$ cat src/rtl/fifo_wr_feeder_if.sv
// rtl/fifo_wr_feeder_if.sv - producer stream and FIFO write-port bundle for fifo_wr_feeder
interface fifo_wr_feeder_if #(
   parameter int WIDTH = 8
);
   logic             in_valid;
   logic [WIDTH-1:0] in_data;
   logic             in_ready;
   logic             full;
   logic             overflow;
   logic             wr_en;
   logic [WIDTH-1:0] wdata;

   // master: the surroundings (producer plus FIFO flags) that drive the feeder
   modport master (
      output in_valid, in_data, full, overflow,
      input  in_ready, wr_en, wdata
   );

   // slave: the feeder itself
   modport slave (
      input  in_valid, in_data, full, overflow,
      output in_ready, wr_en, wdata
   );
endinterface

$ cat src/rtl/fifo_wr_feeder.sv
// rtl/fifo_wr_feeder.sv - two-entry skid feeder for an async FIFO write port with statistics
module fifo_wr_feeder #(
   parameter int WIDTH = 8,
   parameter int CNT_W = 16
) (
   input  logic               wr_clk,
   input  logic               res,
   fifo_wr_feeder_if.slave    bus,
   input  logic               clr_stats,
   output logic [CNT_W-1:0]   wr_count,
   output logic [CNT_W-1:0]   stall_count,
   output logic               err_ovf
);

   logic [WIDTH-1:0] mem_q [2];
   logic [WIDTH-1:0] mem_d [2];
   logic             head_q, head_d;
   logic             tail_q, tail_d;
   logic [1:0]       cnt_q, cnt_d;
   logic [CNT_W-1:0] wr_count_q, wr_count_d;
   logic [CNT_W-1:0] stall_count_q, stall_count_d;
   logic             err_ovf_q, err_ovf_d;
   logic             ready;
   logic             pop;
   logic             acc;

   // Handshake, buffer bookkeeping and statistics next-state; clear beats increment
   always_comb begin
      ready         = (cnt_q != 2'd2) && !res;
      pop           = (cnt_q != 2'd0) && !bus.full && !res;
      acc           = bus.in_valid && ready;
      mem_d         = mem_q;
      head_d        = head_q;
      tail_d        = tail_q;
      wr_count_d    = wr_count_q;
      stall_count_d = stall_count_q;
      err_ovf_d     = err_ovf_q | bus.overflow;

      if (acc) begin
         mem_d[tail_q] = bus.in_data;
         tail_d        = ~tail_q;
      end
      if (pop) begin
         head_d = ~head_q;
      end
      cnt_d = cnt_q + 2'(acc) - 2'(pop);

      if (pop) begin
         wr_count_d = wr_count_q + CNT_W'(1);
      end
      if ((cnt_q != 2'd0) && bus.full && (stall_count_q != {CNT_W{1'b1}})) begin
         stall_count_d = stall_count_q + CNT_W'(1);
      end

      if (clr_stats) begin
         wr_count_d    = '0;
         stall_count_d = '0;
         err_ovf_d     = 1'b0;
      end
   end

   // State registers; reset discards any buffered words
   always_ff @(posedge wr_clk) begin
      if (res) begin
         mem_q[0]      <= '0;
         mem_q[1]      <= '0;
         head_q        <= 1'b0;
         tail_q        <= 1'b0;
         cnt_q         <= 2'd0;
         wr_count_q    <= '0;
         stall_count_q <= '0;
         err_ovf_q     <= 1'b0;
      end else begin
         mem_q         <= mem_d;
         head_q        <= head_d;
         tail_q        <= tail_d;
         cnt_q         <= cnt_d;
         wr_count_q    <= wr_count_d;
         stall_count_q <= stall_count_d;
         err_ovf_q     <= err_ovf_d;
      end
   end

   // wr_en is combinational on full so a rising full blocks the write in the same cycle
   assign bus.in_ready = ready;
   assign bus.wr_en    = pop;
   assign bus.wdata    = mem_q[head_q];
   assign wr_count     = wr_count_q;
   assign stall_count  = stall_count_q;
   assign err_ovf      = err_ovf_q;

endmodule

$ cat src/flat_wrapper.sv
// flat-port wrapper written by rule: the top's interface ports become plain ports
module fifo_wr_feeder_flat 
#(
   parameter int WIDTH = 8,
   parameter int CNT_W = 16
)
  (wr_clk, res, clr_stats, wr_count, stall_count, err_ovf, bus_in_valid, bus_in_data, bus_full, bus_overflow, bus_in_ready, bus_wr_en, bus_wdata);
  fifo_wr_feeder_if #(.WIDTH(WIDTH)) bus_i ();
  input  logic wr_clk;
  input  logic res;
  input  logic clr_stats;
  output logic [CNT_W-1:0] wr_count;
  output logic [CNT_W-1:0] stall_count;
  output logic err_ovf;
  input wire logic [$bits(bus_i.in_valid)-1:0] bus_in_valid;
  input wire logic [$bits(bus_i.in_data)-1:0] bus_in_data;
  input wire logic [$bits(bus_i.full)-1:0] bus_full;
  input wire logic [$bits(bus_i.overflow)-1:0] bus_overflow;
  output wire logic [$bits(bus_i.in_ready)-1:0] bus_in_ready;
  output wire logic [$bits(bus_i.wr_en)-1:0] bus_wr_en;
  output wire logic [$bits(bus_i.wdata)-1:0] bus_wdata;
  assign bus_i.in_valid = bus_in_valid;
  assign bus_i.in_data = bus_in_data;
  assign bus_i.full = bus_full;
  assign bus_i.overflow = bus_overflow;
  assign bus_in_ready = bus_i.in_ready;
  assign bus_wr_en = bus_i.wr_en;
  assign bus_wdata = bus_i.wdata;
  fifo_wr_feeder #(.WIDTH(WIDTH), .CNT_W(CNT_W)) u_core (.wr_clk(wr_clk), .res(res), .bus(bus_i), .clr_stats(clr_stats), .wr_count(wr_count), .stall_count(stall_count), .err_ovf(err_ovf));
endmodule
$ cat config.mk
export PLATFORM = sky130hd
export DESIGN_NAME = fifo_wr_feeder_flat
export DESIGN_NICKNAME = d
export VERILOG_FILES = /design/src/rtl/fifo_wr_feeder_if.sv /design/src/rtl/fifo_wr_feeder.sv /design/src/flat_wrapper.sv
export SDC_FILE = /design/constraint.sdc
export NUM_CORES = 1
export LEC_CHECK = 0
export ABC_AREA = 0
export ABC_CLOCK_PERIOD_IN_PS = 2150
export CAP_MARGIN = 20
export CORE_UTILIZATION = 40
export CTS_CLUSTER_DIAMETER = 40
export DETAILED_ROUTE_END_ITERATION = 12
export MAX_ROUTING_LAYER = met4
export PLACE_DENSITY_LB_ADDON = 0.05
export SYNTH_ARGS = -nofsm -noshare
export SYNTH_HDL_FRONTEND = slang
export SYNTH_SLANG_ARGS = --single-unit
$ cat constraint.sdc
create_clock -name wr_clk -period 2.15 [get_ports wr_clk]
set_input_delay 0.3225 -clock wr_clk [delete_from_list [all_inputs] [get_ports wr_clk]]
set_output_delay 0.3225 -clock wr_clk [all_outputs]
set_load 0.05 [all_outputs]
==> run summary <==
Cell Chain, Critical Path -> clkdlybuf4s50_1
setup TNS -> 0 ns
initial antenna violation count -> 0
dpl cells -> 409
WP data arrival -> 1.64 ns
final worst slack -> 0.183 ns
clock skew -> 0.00638 ns
Min Hold Slack -> 0.478 ns
TritonCTS clock tree -> yes
routed via count -> 2,192
DP Worst Slack -> -0.0405 ns
area of the mapped netlist -> 2460 µm²
synthesis area per yosys -> 2460 µm²
final-layout fill cell count -> 572
worst setup path class -> reg -> out
end point of the critical path -> stall_count[8]
nets -> 359
unrepaired setup endpoints after global routing -> no
IR drop worst, VDD -> 429 µV
CP bufs+invs -> 1
outcome -> completed
Yosys top cell by area -> dfxtp_1
Top Ports -> 57
Clock Power Share -> 32.6%
# H-tree levels -> 2
Sw Share -> 26.6%
clk ins delay skew pair -> 0.30 ns
Area Overhead vs Synth -> 35.2%
leakage power -> 1.24 nW
clock transition at the registers of the reported paths -> 0.10 ns
Top cells by area -> dfxtp_1, mux2i_1, nor2_1
flop2flop setup slack -> 0.29 ns
Max Cap Violations -> 0
layout cell share with drive strength beyond 1 -> 14.9%
Core Area -> 5920 µm²
most instantiated logic cells after routing -> dfxtp_1, clkdlybuf4s50_1, nor2_1, buf_4, mux2i_1
FF-to-FF End -> u_core.stall_count[2]
fp_density -> 41.6%
CP delay by family, top -> buffers and inverters
library cells used by synthesis -> 39
Post-synth ARST share -> 0%
Cells after Synth -> 272
Tot GR Track Use -> 17.8%
Commonest Layout Cell -> dfxtp_1
Synth Seq Share -> 43.0%
Yosys top cell area share -> 43.0%
Die ar. -> 6480 µm²
Initial DRT Pass Iterations -> 4
first-pass GRT wire length -> 8.87 mm
Antenna Nets Post-Route -> 0
vias in the first global route -> 1,890
WP data required -> 1.83 ns
routed len/inst -> 12.8 µm
crit end category -> output port
hold-fix buffer count after cts -> 0
Area after DPL -> 3220 µm²
delay of the slowest cell on the worst path -> 0.86 ns
# Cells Yosys -> 272
Pint -> 1.52 mW
Final Critical Period -> 1.97 ns
pin count of the biggest net entering global routing -> 17
Hold Fails Final Rpt -> 0
Final Max Slew Viols -> 0
multi-input logic area -> 1340 µm²
Worst Path Max Fanout -> 8
GRT overflow -> 0
Ys Warns -> 0
diode count -> 0
Clock Tree Buf Depth -> 2
reg2reg path depth -> 5
final setup violation count -> 0
Worst-Margin Slew -> 0.503 ns
placed wire-length estimate -> 3.91 mm
Non-Filler Instances -> 417
Resized cells post-CTS -> 0
total power draw -> 2.07 mW
mean number of vias per cell -> 5.26
root buf cell -> clkbuf_8
DRC Markers -> 0
register share of total power -> 50.9%
critical path depth in cells -> 1
DRT iter0 DRCs -> 54
DRT Wirelength -> 5.35 mm
-- cell usage after synthesis, drive strengths merged (2+ instances only) --
cell type,count
a21o,2
a21oi,18
a31oi,3
a41o,3
and2,2
and3,3
and4,3
buf,4
clkbuf,10
dfxtp,53
ha,4
inv,5
mux2,8
mux2i,19
nand2,11
nand3,9
nand4,10
nor2,36
nor2b,2
nor3,6
nor3b,2
nor4,4
nor4b,3
o21ai,8
o31ai,9
or3,8
or4,11
xnor2,6
xor2,4
-- state kept, by name, summed over array words and instances, names as in the netlist --
| signal | flops |
|---|---|
| u_core.tail_q | 1 |
| u_core.cnt_q | 2 |
| u_core.head_q | 1 |
| u_core.stall_count | 16 |
| u_core.mem_q | 16 |
| u_core.wr_count | 16 |
| u_core.err_ovf | 1 |
-- cell families (layout without fill, tap and decap cells) --
group / Yosys count / after routing / synth area share (%)
mux: 27 / 27 / 11.4
fa+ha+maj: 4 / 4 / 2.03
simple gates: 113 / 113 / 24.8
flops: 53 / 53 / 43.0
xor+xnor: 10 / 10 / 3.55
compound gates: 46 / 46 / 12.0
buf+inv: 19 / 89 / 3.25
-- worst min path at each step --
stage                        start  slack (ns)              to  cells after the start
finish              u_core.err_ovf        0.48  u_core.err_ovf                      2
global route        u_core.err_ovf        0.52  u_core.err_ovf                      2
CTS                 u_core.err_ovf        0.48  u_core.err_ovf                      2
detailed placement  u_core.err_ovf        0.46  u_core.err_ovf                      2
global placement    u_core.err_ovf        0.45  u_core.err_ovf                      2
floorplan             bus_overflow        0.44  u_core.err_ovf                      2
-- power by group through the flow --
| stage | clock network (mW) | registers (mW) | logic [mW] |
|---|---|---|---|
| global placement | 0 | 1.07 | 0.343 |
| CTS | 0.701 | 1.05 | 0.345 |
| global route | 0.738 | 1.06 | 0.370 |
| floorplan | 0 | 1.07 | 0.221 |
| finish | 0.674 | 1.05 | 0.342 |
| detailed placement | 0 | 1.07 | 0.342 |
-- routing by layer --
layer / up-vias / GRT usage (%) / share of wire [%]
li1: 1138 / - / -
met1: 1001 / 23.3 / 49
met2: 46 / 27.5 / 46
met3: 7 / 3.75 / 3.9
met4: 0 / 4.82 / 0.90
met5: - / - / 0
-- layout make-up --
| class | instances | area share (%) |
|---|---|---|
| multi-input combinational | 200 | 40.1 |
| sequential | 53 | 31.8 |
| timing repair buffer | 76 | 21.3 |
| tap | 75 | 2.82 |
| clock buffer | 6 | 2.18 |
| clock inverter | 2 | 1.16 |
| inverter | 5 | 0.563 |
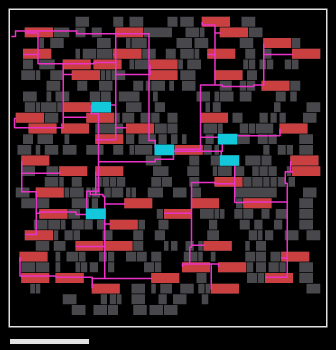
**Above:** clock distribution.
The bar under the picture is 20 µm long.
[flip-flops] red | count: 53
[clock wires] magenta | length: 635 µm
[cells driving clock nets] cyan | count: 5
flops lie	spread over the die
routed clock nets	6

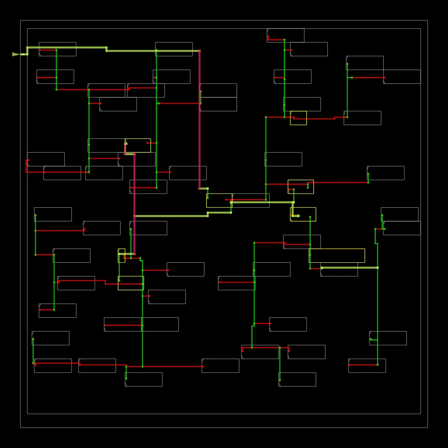
**Above:** clock routing.
flop count: 53
clk sinks: 53
clk_buf instances: 6

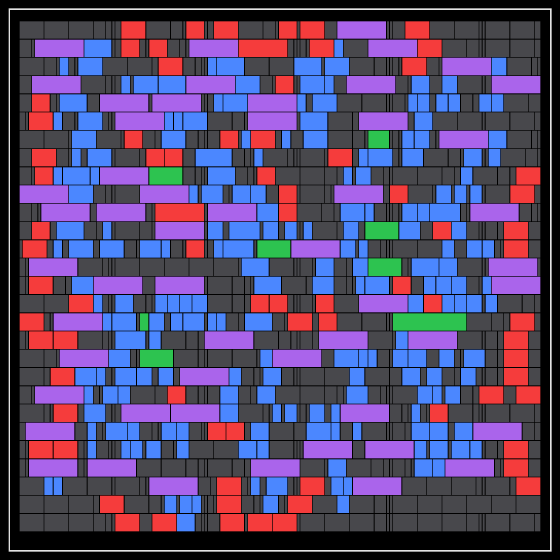
**Above:** cells coloured by class.
Fill, decap, tap and diode cells in grey.
class	colour	cells	share of their area
all other logic	blue	205	42%
flip-flops	purple	53	33%
other buffers and delay cells	red	76	22%
clock drivers and dummy loads	green	8	3.4%
row count: 28
final core utilization: 56.3%
design area: 3330 µm²
fraction of area in registers: 31.8%

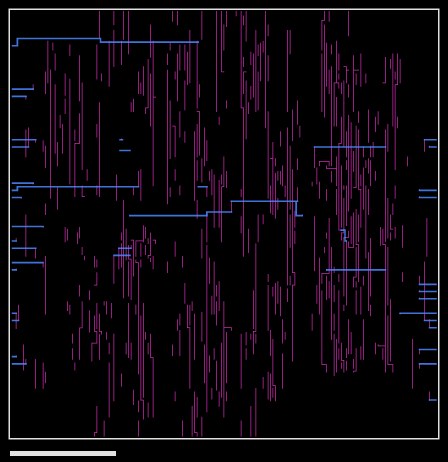
**Above:** routed metal, one colour a layer.
The bar under the picture is 20 µm long. Two of the layers only.
layer	colour	wire length
met2	magenta	2,480 µm
met3	blue	211 µm

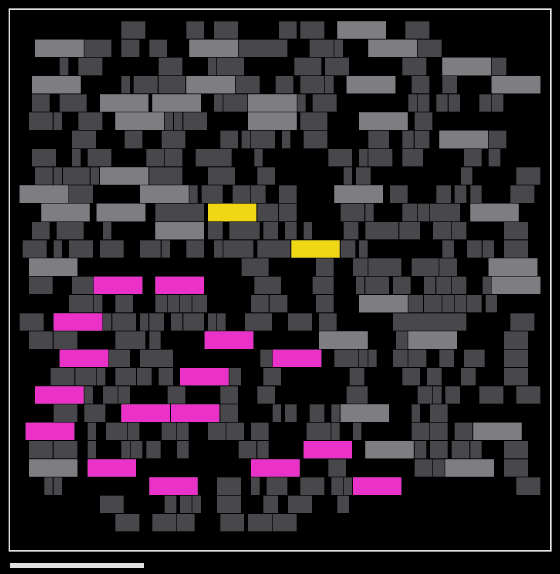
**Above:** sequential cells coloured by netlist name.
The bar under the picture is 20 µm long.
name in the netlist	colour	flops
`u_core.wr_count`	magenta	16
`u_core.cnt_q`	yellow	2
Seq group: 1.05 mW
register area: 1060 µm²

No activity file was given, so power comes from the tool's default toggle rates.
